==> src/rtl/dmem_arbiter.sv <==
// Two-requester data memory arbiter: round-robin grant, range check,
// read-modify-write for partial stores, one request in flight.
module dmem_arbiter #(
  parameter int MEM_SIZE = 9192
) (
  input  logic        clk,
  input  logic        rst,
  input  logic        req0_valid,
  output logic        req0_ready,
  input  logic        req0_we,
  input  logic [1:0]  req0_size,
  input  logic [63:0] req0_addr,
  input  logic [63:0] req0_wdata,
  input  logic        req1_valid,
  output logic        req1_ready,
  input  logic        req1_we,
  input  logic [1:0]  req1_size,
  input  logic [63:0] req1_addr,
  input  logic [63:0] req1_wdata,
  output logic        rsp0_valid,
  output logic [63:0] rsp0_rdata,
  output logic        rsp0_err,
  output logic        rsp1_valid,
  output logic [63:0] rsp1_rdata,
  output logic        rsp1_err,
  output logic        mem_rw,
  output logic [63:0] mem_addr,
  output logic [63:0] mem_wdata,
  input  logic [63:0] mem_rdata
);

  localparam logic [63:0] LIMIT = 64'(MEM_SIZE - 8);

  typedef enum logic [1:0] {IDLE, READ, WRITE, RESP} state_t;

  state_t      state;
  logic        last;
  logic        grant;
  logic        idle_ok;
  logic        accept;
  logic        id_q;
  logic        we_q;
  logic [1:0]  size_q;
  logic [63:0] wdata_q;
  logic [63:0] rsp_rdata;
  logic        rsp_err;
  logic [63:0] m;

  logic        a_we;
  logic [1:0]  a_size;
  logic [63:0] a_addr;
  logic [63:0] a_wdata;

  // Lone requester wins; on contention the one not served last wins.
  always_comb begin
    grant = ~last;
    if (req0_valid && !req1_valid)
      grant = 1'b0;
    else if (req1_valid && !req0_valid)
      grant = 1'b1;
  end

  assign idle_ok    = (state == IDLE) && !rst;
  assign req0_ready = idle_ok && !grant;
  assign req1_ready = idle_ok && grant;
  assign accept     = grant ? req1_ready && req1_valid
                            : req0_ready && req0_valid;

  assign a_we    = grant ? req1_we    : req0_we;
  assign a_size  = grant ? req1_size  : req0_size;
  assign a_addr  = grant ? req1_addr  : req0_addr;
  assign a_wdata = grant ? req1_wdata : req0_wdata;

  always_comb begin
    m = '1;
    unique case (size_q)
      2'd0: m = 64'h0000_0000_0000_00ff;
      2'd1: m = 64'h0000_0000_0000_ffff;
      2'd2: m = 64'h0000_0000_ffff_ffff;
      2'd3: m = '1;
    endcase
  end

  assign rsp0_rdata = rsp_rdata;
  assign rsp1_rdata = rsp_rdata;
  assign rsp0_err   = rsp_err;
  assign rsp1_err   = rsp_err;

  always_ff @(posedge clk or posedge rst) begin
    if (rst) begin
      state      <= IDLE;
      last       <= 1'b1;
      id_q       <= 1'b0;
      we_q       <= 1'b0;
      size_q     <= 2'd0;
      wdata_q    <= '0;
      mem_rw     <= 1'b0;
      mem_addr   <= '0;
      mem_wdata  <= '0;
      rsp0_valid <= 1'b0;
      rsp1_valid <= 1'b0;
      rsp_rdata  <= '0;
      rsp_err    <= 1'b0;
    end else begin
      unique case (state)
        IDLE: begin
          if (accept) begin
            last      <= grant;
            id_q      <= grant;
            we_q      <= a_we;
            size_q    <= a_size;
            wdata_q   <= a_wdata;
            rsp_rdata <= '0;
            rsp_err   <= 1'b0;
            if (a_addr > LIMIT) begin
              rsp_err    <= 1'b1;
              rsp0_valid <= ~grant;
              rsp1_valid <= grant;
              state      <= RESP;
            end else begin
              mem_addr <= a_addr;
              if (a_we && a_size == 2'd3) begin
                mem_rw    <= 1'b1;
                mem_wdata <= a_wdata;
                state     <= WRITE;
              end else begin
                state <= READ;
              end
            end
          end
        end
        READ: begin
          if (we_q) begin
            mem_wdata <= (mem_rdata & ~m) | (wdata_q & m);
            mem_rw    <= 1'b1;
            state     <= WRITE;
          end else begin
            rsp_rdata  <= mem_rdata & m;
            rsp0_valid <= ~id_q;
            rsp1_valid <= id_q;
            state      <= RESP;
          end
        end
        WRITE: begin
          mem_rw     <= 1'b0;
          rsp0_valid <= ~id_q;
          rsp1_valid <= id_q;
          state      <= RESP;
        end
        RESP: begin
          rsp0_valid <= 1'b0;
          rsp1_valid <= 1'b0;
          state      <= IDLE;
        end
        default: state <= IDLE;
      endcase
    end
  end

endmodule

==> config.mk <==
export PLATFORM = sky130hd
export DESIGN_NAME = dmem_arbiter
export DESIGN_NICKNAME = d
export VERILOG_FILES = /design/src/rtl/dmem_arbiter.sv
export SDC_FILE = /design/constraint.sdc
export NUM_CORES = 1
export LEC_CHECK = 0
export CAP_MARGIN = 30
export CORE_AREA = 2 2 231 233
export DETAILED_ROUTE_END_ITERATION = 10
export DIE_AREA = 0 0 233 235
export GPL_TIMING_DRIVEN = 0
export PLACE_DENSITY = 0.62
export SYNTH_ARGS = -nofsm -noshare
export SYNTH_HDL_FRONTEND = slang
export SYNTH_SLANG_ARGS = --single-unit
==> constraint.sdc <==
create_clock -name clk -period 24.2 [get_ports clk]
set_clock_uncertainty 0.2 [all_clocks]
set_input_delay 3.63 -clock clk [delete_from_list [all_inputs] [get_ports clk]]
set_output_delay 3.63 -clock clk [all_outputs]
set_load 0.02 [all_outputs]
### Pin map, run 1

(2 px per um) Pins as bars across the die edge, other pins in gray.
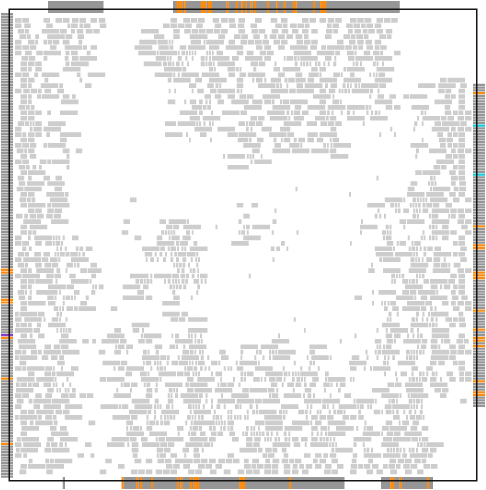
legend:
  `req0_valid`:
    color: purple
    pins: 1
    direction: input
    edge: left
  `mem_wdata`:
    color: orange
    pins: 64
    direction: output
    edge: 24 top, 18 bottom, 15 right, 7 left
  `req1_size`:
    color: cyan
    pins: 2
    direction: input
    edge: right
port bufs: 591
chip height: 235 um
die width: 233 um

### Placed cells, one color a class, run 1

(1.5 px per um)
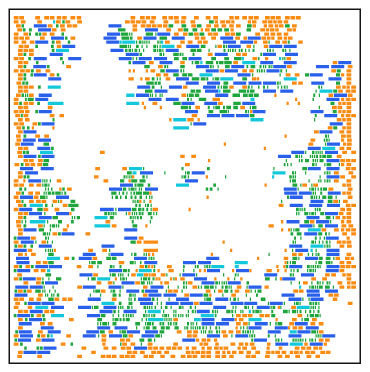
legend:
  sequential cells:
    color: blue
    cells: 267
    share_of_their_area: 33%
  clock drivers and dummy loads:
    color: cyan
    cells: 59
    share_of_their_area: 5.6%
  combinational and other logic:
    color: green
    cells: 988
    share_of_their_area: 27%
  remaining buffers and delay cells:
    color: orange
    cells: 753
    share_of_their_area: 34%

==> results.json, run 1 <==
{
  "fin_area_sq_um": 21160,
  "grt_pass1_vias": 13340,
  "power.density_nw_per_um2": 117.4,
  "fin_nets": 2379,
  "drive_gt1_share_pct": 8.515,
  "yosysWarnings": 0,
  "finalCriticalPeriod_ns": 10.39,
  "period_used_pct": 42.93,
  "routed_wl_mm": 58.08,
  "antenna_found_initial": 12,
  "critPathLaunchType": "input pin",
  "postCtsHoldBufs": 0,
  "hpwl_mm": 45.49,
  "pwr-share-seq_pct": 28.7,
  "rows": 84,
  "synth.top_cells.by_area": "dfrtp_1, nand2_1, mux2i_1",
  "final_max_slew_viol_count": 0,
  "p_int_uw": 1480,
  "p_sw_share_pct": 40.38,
  "vdd_ir_drop_max_mv": 0.04336,
  "clockBufferDepth": 3,
  "rsz0062_at_grt": "no",
  "grt_pass1_wl_mm": 84.94,
  "syn_area_per_cell_sq_um": 9.307,
  "ios": 593,
  "critPathArrivalTime_ns": 6.56,
  "numCtsBuffers": 34,
  "clock_sinks": 267,
  "crit_fanout": 10,
  "combPwrFrac_pct": 49.9,
  "fmaxAchievable_mhz": 96.25,
  "maxSlewHeadroom_pct": 35.58,
  "area_growth_pct": 60.79,
  "clk_pin_slew_worst_paths_ns": 0.05,
  "cts_root_buf": "clkbuf_16",
  "mostFrequentLayoutCells": "clkdlybuf4s50_1, nand2_1, dfrtp_1",
  "synth_top_area_share_pct": 50.58,
  "critical_path_class": "in -> out",
  "hold_path_class": "reg -> reg",
  "drv_cap": 0,
  "syn-cell-area_sq_um": 13160,
  "drtIter0Drc": 819,
  "overflow": 0,
  "lay_top_count": "clkdlybuf4s50_1",
  "cp-end-kind": "output pin",
  "run_status": "finished, final reports clean",
  "post_cts_resized": 0,
  "worst_path_max_delay_cell": "clkbuf_1",
  "ys_seq_share_pct": 50.78,
  "max_stage_delay_ns": 0.63,
  "tightest_slew_ns": 0.9663,
  "clk_latency_ns": 0.55,
  "power.total_uw": 2483,
  "leakagePower_uw": 0.009061,
  "ys_types": 46,
  "tritoncts": "built",
  "warnings": 30,
  "cp.required_ns": 20.37,
  "crit_chain": "clkdlybuf4s50_1 > o21ba_2 > nor2_8 > buf_1 > clkbuf_1 > nor2_1 > clkdlybuf4s50_1",
  "core_sq_um": 52240,
  "clkPwrFrac_pct": 21.4,
  "vias": 13115,
  "htree_num_levels": 2,
  "detail_route.wl_per_cell_um": 21.05,
  "syn_inst": 1414,
  "grt_max_degree": 93,
  "switching_power_uw": 1003,
  "yosysCellCount": 1414,
  "drc": 0,
  "synth_nets": 1749,
  "yosysTopAreaCell": "dfrtp_1",
  "setup_viol": 0,
  "timing.setup.tns_ns": 0,
  "ys_area_sq_um": 13160,
  "cts_setup_buffers": 0,
  "path_common_cell": "clkdlybuf4s50_1",
  "drtPass1Iterations": 5,
  "fp_util_pct": 25.19,
  "hold_viol": 0,
  "ys_ff": 267,
  "ant_nets": 0,
  "dieArea_sq_um": 54760,
  "gp_congestion": 0.8942,
  "routed_via_density": 4.754,
  "grt_usage_pct": 20.64,
  "placed_cell_area_sq_um": 20000
}
### Layout detail, run 1

Window x 104 to 129, y 58 to 83 um. Cells in gray, sequential cells in the stronger gray; small squares are vias.
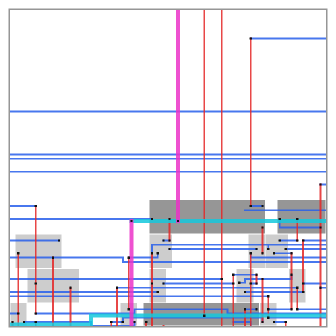
legend:
  metal 3:
    color: cyan
  metal 1:
    color: blue
  metal 4:
    color: magenta
  metal 2:
    color: red
most frequent: nand2_1 (6), o21ai_0 (2), dfrtp_1 (2)
cells with their middle in the window: 13
sequential cells in the window: 2
netlist names of flops here include: `rsp0_rdata` (2)

run 1: final cells by class:
type	count	area, sq um
flip-flops and latches	267	6683
fillers	5137	31070
clock inverters	12	210.2
multi-input cells	941	5390
repair buffers	594	5982
diodes	4	10.01
clock buffers	47	929.6
plain buffers	159	910.9
inverters	47	183.9
well taps	688	860.8
run 1: final timing paths:
check / from / end / slack (ns) / cells after the start
worst min-delay path: mem_addr[12] / mem_addr[12] / 0.29 / 1
min in group asynchronous: rst / rsp0_valid / 3.45 / 2
max in group asynchronous: rst / rsp0_rdata[11] / 18.99 / 4
worst max register to register: state[0] / rsp0_rdata[31] / 20.67 / 8
worst max-delay path: req1_valid / req0_ready / 13.81 / 7
worst min register to register: mem_addr[12] / mem_addr[12] / 0.29 / 1
run 1: critical path, delay by kind of cell:
| family | cells | cell delay (ns) |
|---|---|---|
| AOI/OAI and AO/OA | 1 | 0.24 |
| and+or+nand+nor | 2 | 0.35 |
| buffers and inverters | 4 | 2.33 |
run 1: cells in the mapped netlist (all sizes together):
library cell  instances
a211oi                2
a21boi                1
a21oi                26
a22o                  8
a22oi                 1
a311oi                1
a31o                  1
a31oi                61
and2                  4
and3                  1
buf                  95
clkbuf               64
dfrtp               266
dfstp                 1
ha                    5
inv                  47
mux2                 38
mux2i                91
nand2               353
nand3                46
nand4                 7
nor2                 98
nor2b                50
nor3                  6
nor4                 25
o2111a                1
o2111ai               1
o21ai                66
o21ba                 1
o21bai                1
o221ai               40
o22ai                 1
o31ai                 2
o32ai                 1
o41ai                 1
or2                   1
run 1: sequential cells by signal, indices dropped and copies added, names as in the netlist:
| signal | flops |
|---|---|
| wdata_q | 64 |
| mem_addr | 64 |
| rsp0_rdata | 64 |
| last | 1 |
| mem_rw | 1 |
| size_q | 2 |
| rsp1_valid | 1 |
| we_q | 1 |
| id_q | 1 |
| state | 2 |
| rsp0_err | 1 |
| rsp0_valid | 1 |
| mem_wdata | 64 |
run 1: logic make-up after synthesis:
kind of cell	count (synthesis)	synth area share (%)
compound gates	216	10.53
fa+ha+maj	5	0.4754
buf+inv	206	8.262
flops	267	50.78
mux	129	10.74
simple gates	591	19.21
run 1: metrics by stage:
stage	hold slack (ns)	std cells	utilization (%)	setup slack (ns)
4_1_cts	0.2935	2754	40.47	13.74
5_1_grt	0.3114	2757	40.50	13.65
6_report	0.2905	2759	40.51	13.81
3_5_place_dp	0.2790	2695	38.29	13.75
2_1_floorplan	0.2951	1414	-	9.971
3_3_place_gp	0.2769	2693	38.17	4.949
run 1: power by group through the flow:
stage | Clock, uW | Sequential (uW) | Combinational (uW)
after CTS | 546 | 712 | 1250
final | 532 | 713 | 1240
after global placement | 0 | 713 | 1220
after global routing | 564 | 731 | 1330
after floorplan | 0 | 806 | 589
after detailed placement | 0 | 718 | 1240
run 1: routing by layer:
layer  up-vias  global-route usage (%)  share of wire, %
li1       6008                       -                 -
met1      6381                   24.70                40
met2       605                   35.81                49
met3       107                   5.667               7.8
met4        14                   6.234               2.9
met5         -                       0              0.14
### Routing congestion, run 1

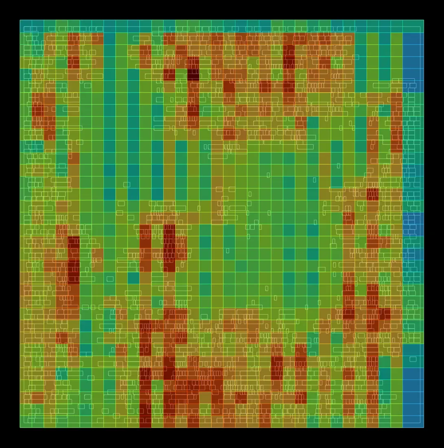

==> inputs of run 2 (changes only) <==
Settings changed: CORE_AREA 2 2 231 233 to 2 2 232 234, DIE_AREA 0 0 233 235 to 0 0 234 236, PLACE_DENSITY 0.62 to 0.64.
Clock period 24.2 ns to 8.71 ns, I/O delays scaled along.
### Routing congestion, run 2

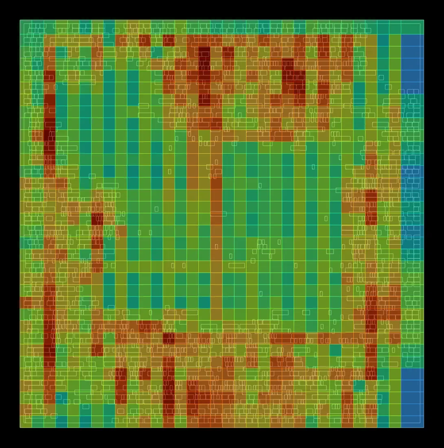
GR met2 Demand/Resource: 33.02%
met3 Use GR: 5.077%

==> results.json, run 2 <==
{
  "run_status": "finished, final reports clean",
  "ant_nets": 0,
  "hold_start": "mem_addr[11]",
  "die_y_um": 236,
  "setup_ws_ns": 3.027,
  "cp.required_ns": 7.20,
  "fin_nets": 2385,
  "pwr-share-seq_pct": 28.8,
  "grt_pass1_wl_mm": 81.54,
  "ys_seq_share_pct": 50.78,
  "setup_viol": 0,
  "cp-end-kind": "output pin",
  "post_cts_resized": 0,
  "combPwrFrac_pct": 50.2,
  "max_stage_delay_ns": 0.62,
  "critical_path_class": "in -> out",
  "crit_chain": "clkdlybuf4s50_1 > o21ba_2 > nor2_8 > buf_1 > clkbuf_1 > nor2_1 > clkdlybuf4s50_1",
  "timing.rr.start": "state[1]",
  "adder_share_pct": 0.4754,
  "crit_fanout": 10,
  "fillers": 5242,
  "yosysTopAreaCell": "dfrtp_1",
  "lay_top_count": "clkdlybuf4s50_1",
  "postCtsHoldBufs": 0,
  "cts_root_buf": "clkbuf_16",
  "grt_pass1_vias": 13439,
  "maxSlewHeadroom_pct": 41.97,
  "numCtsBuffers": 34,
  "yosysCellCount": 1414,
  "ys_types": 46,
  "p_sw_share_pct": 40.48,
  "fp_util_pct": 24.80,
  "clk_latency_ns": 0.55,
  "critPathLaunchType": "input pin",
  "pre_cts_slack_ns": 2.923,
  "hold_ws_ns": 0.2936,
  "hold_path_class": "reg -> reg",
  "core_sq_um": 53070,
  "syn_inst": 1414,
  "dieArea_sq_um": 55220,
  "hpwl_mm": 43.46,
  "muxShareOfSynthArea_pct": 10.74,
  "rsz0062_at_grt": "no",
  "leakagePower_uw": 0.009100,
  "ff_type": "dfrtp_1",
  "clock_sinks": 267,
  "htree_num_levels": 2,
  "grt_max_degree": 42,
  "clkPwrFrac_pct": 21.0,
  "fmaxAchievable_mhz": 176.0,
  "vdd_ir_drop_max_mv": 0.1226,
  "ys_area_sq_um": 13160,
  "path_common_cell": "clkdlybuf4s50_1",
  "routed_via_density": 4.707,
  "yosysWarnings": 0,
  "synth_nets": 1749,
  "aoi_share_pct": 10.53,
  "simple_gate_area_share_pct": 19.21,
  "io_buffers": 591,
  "area_growth_pct": 61.46,
  "warnings": 30,
  "switching_power_uw": 2780,
  "ys_ff": 267,
  "drtIter0Drc": 879,
  "p_int_uw": 4087,
  "clk_pin_slew_worst_paths_ns": 0.05,
  "cts_setup_buffers": 0,
  "period_used_pct": 65.25,
  "grt_usage_pct": 19.56,
  "critPathArrivalTime_ns": 4.18,
  "die_x_um": 234,
  "drive_gt1_share_pct": 8.977,
  "vias": 13047,
  "mostFrequentLayoutCells": "clkdlybuf4s50_1, nand2_1, dfrtp_1",
  "overflow": 0,
  "clockBufferDepth": 3,
  "post-synth-top-count-cell": "nand2_1",
  "final_max_slew_viol_count": 0,
  "finalCriticalPeriod_ns": 5.683,
  "rows": 85,
  "syn-cell-area_sq_um": 13160,
  "drtPass1Iterations": 6,
  "crit_start": "req1_valid",
  "antenna_found_initial": 4
}
[run 2: cell counts after synthesis]
Identical to the previous run, type by type.
[run 2: kinds of logic (layout without fill, tap and decap cells)]
family	Yosys count	in the layout
and+or+nand+nor	591	591
DFF	267	267
AOI/OAI and AO/OA	216	216
buffers and inverters	206	864
muxes	129	129
adders and majority gates	5	5
other	0	4
[run 2: worst max-delay path: cells and delay by family]
kind | cells | cell delay (ns)
buffers and inverters | 4 | 2.29
AND-OR/OR-AND | 1 | 0.22
AND/OR/NAND/NOR | 2 | 0.35
[run 2: power by group through the flow]
stage               Clock (uW)  Combinational, uW  Sequential, uW
global placement             0               3420            1980
detailed placement           0               3470            2000
CTS                       1480               3480            1980
global route              1530               3730            2030
floorplan                    0               1640            2240
finish                    1440               3450            1980
[run 2: final timing paths]
check	end	slack, ns	cells after the start
min in group asynchronous	mem_addr[9]	1.01	2
min	mem_addr[11]	0.29	1
max in group asynchronous	mem_wdata[36]	6.15	5
min reg2reg	mem_addr[11]	0.29	1
max reg2reg	size_q[1]	5.27	8
max	req0_ready	3.03	7
[run 2: routing by layer]
layer	global-route usage (%)	share of wire (%)
met3	5.077	7.9
met5	0	0
met1	23.92	40
met4	6.904	3.1
met2	33.02	49
[run 2: layout make-up]
cell class	instances	area (sq um)	area share, %
sequential	267	6683	31.45
timing repair buffer	600	6078	28.61
multi-input combinational	941	5390	25.37
clock buffer	46	965.9	4.546
buffer	159	910.9	4.287
tap	696	870.8	4.098
inverter	47	180.2	0.8480
clock inverter	12	158.9	0.7478
antenna	4	10.01	0.04711
[run 2: through the flow]
| stage | total power, uW | setup TNS (ns) | cell area (sq um) | instances |
|---|---|---|---|---|
| 3_3_place_gp | 5396 | -565.95 | 19950 | 2701 |
| 6_report | 6867 | 0 | 21250 | 2772 |
| 5_1_grt | 7281 | 0 | 21250 | 2772 |
| 4_1_cts | 6939 | 0 | 21230 | 2767 |
| 2_1_floorplan | 3875 | 0 | 13160 | 1414 |
| 3_5_place_dp | 5462 | 0 | 20100 | 2709 |
Power and IR drop assume default switching activity.
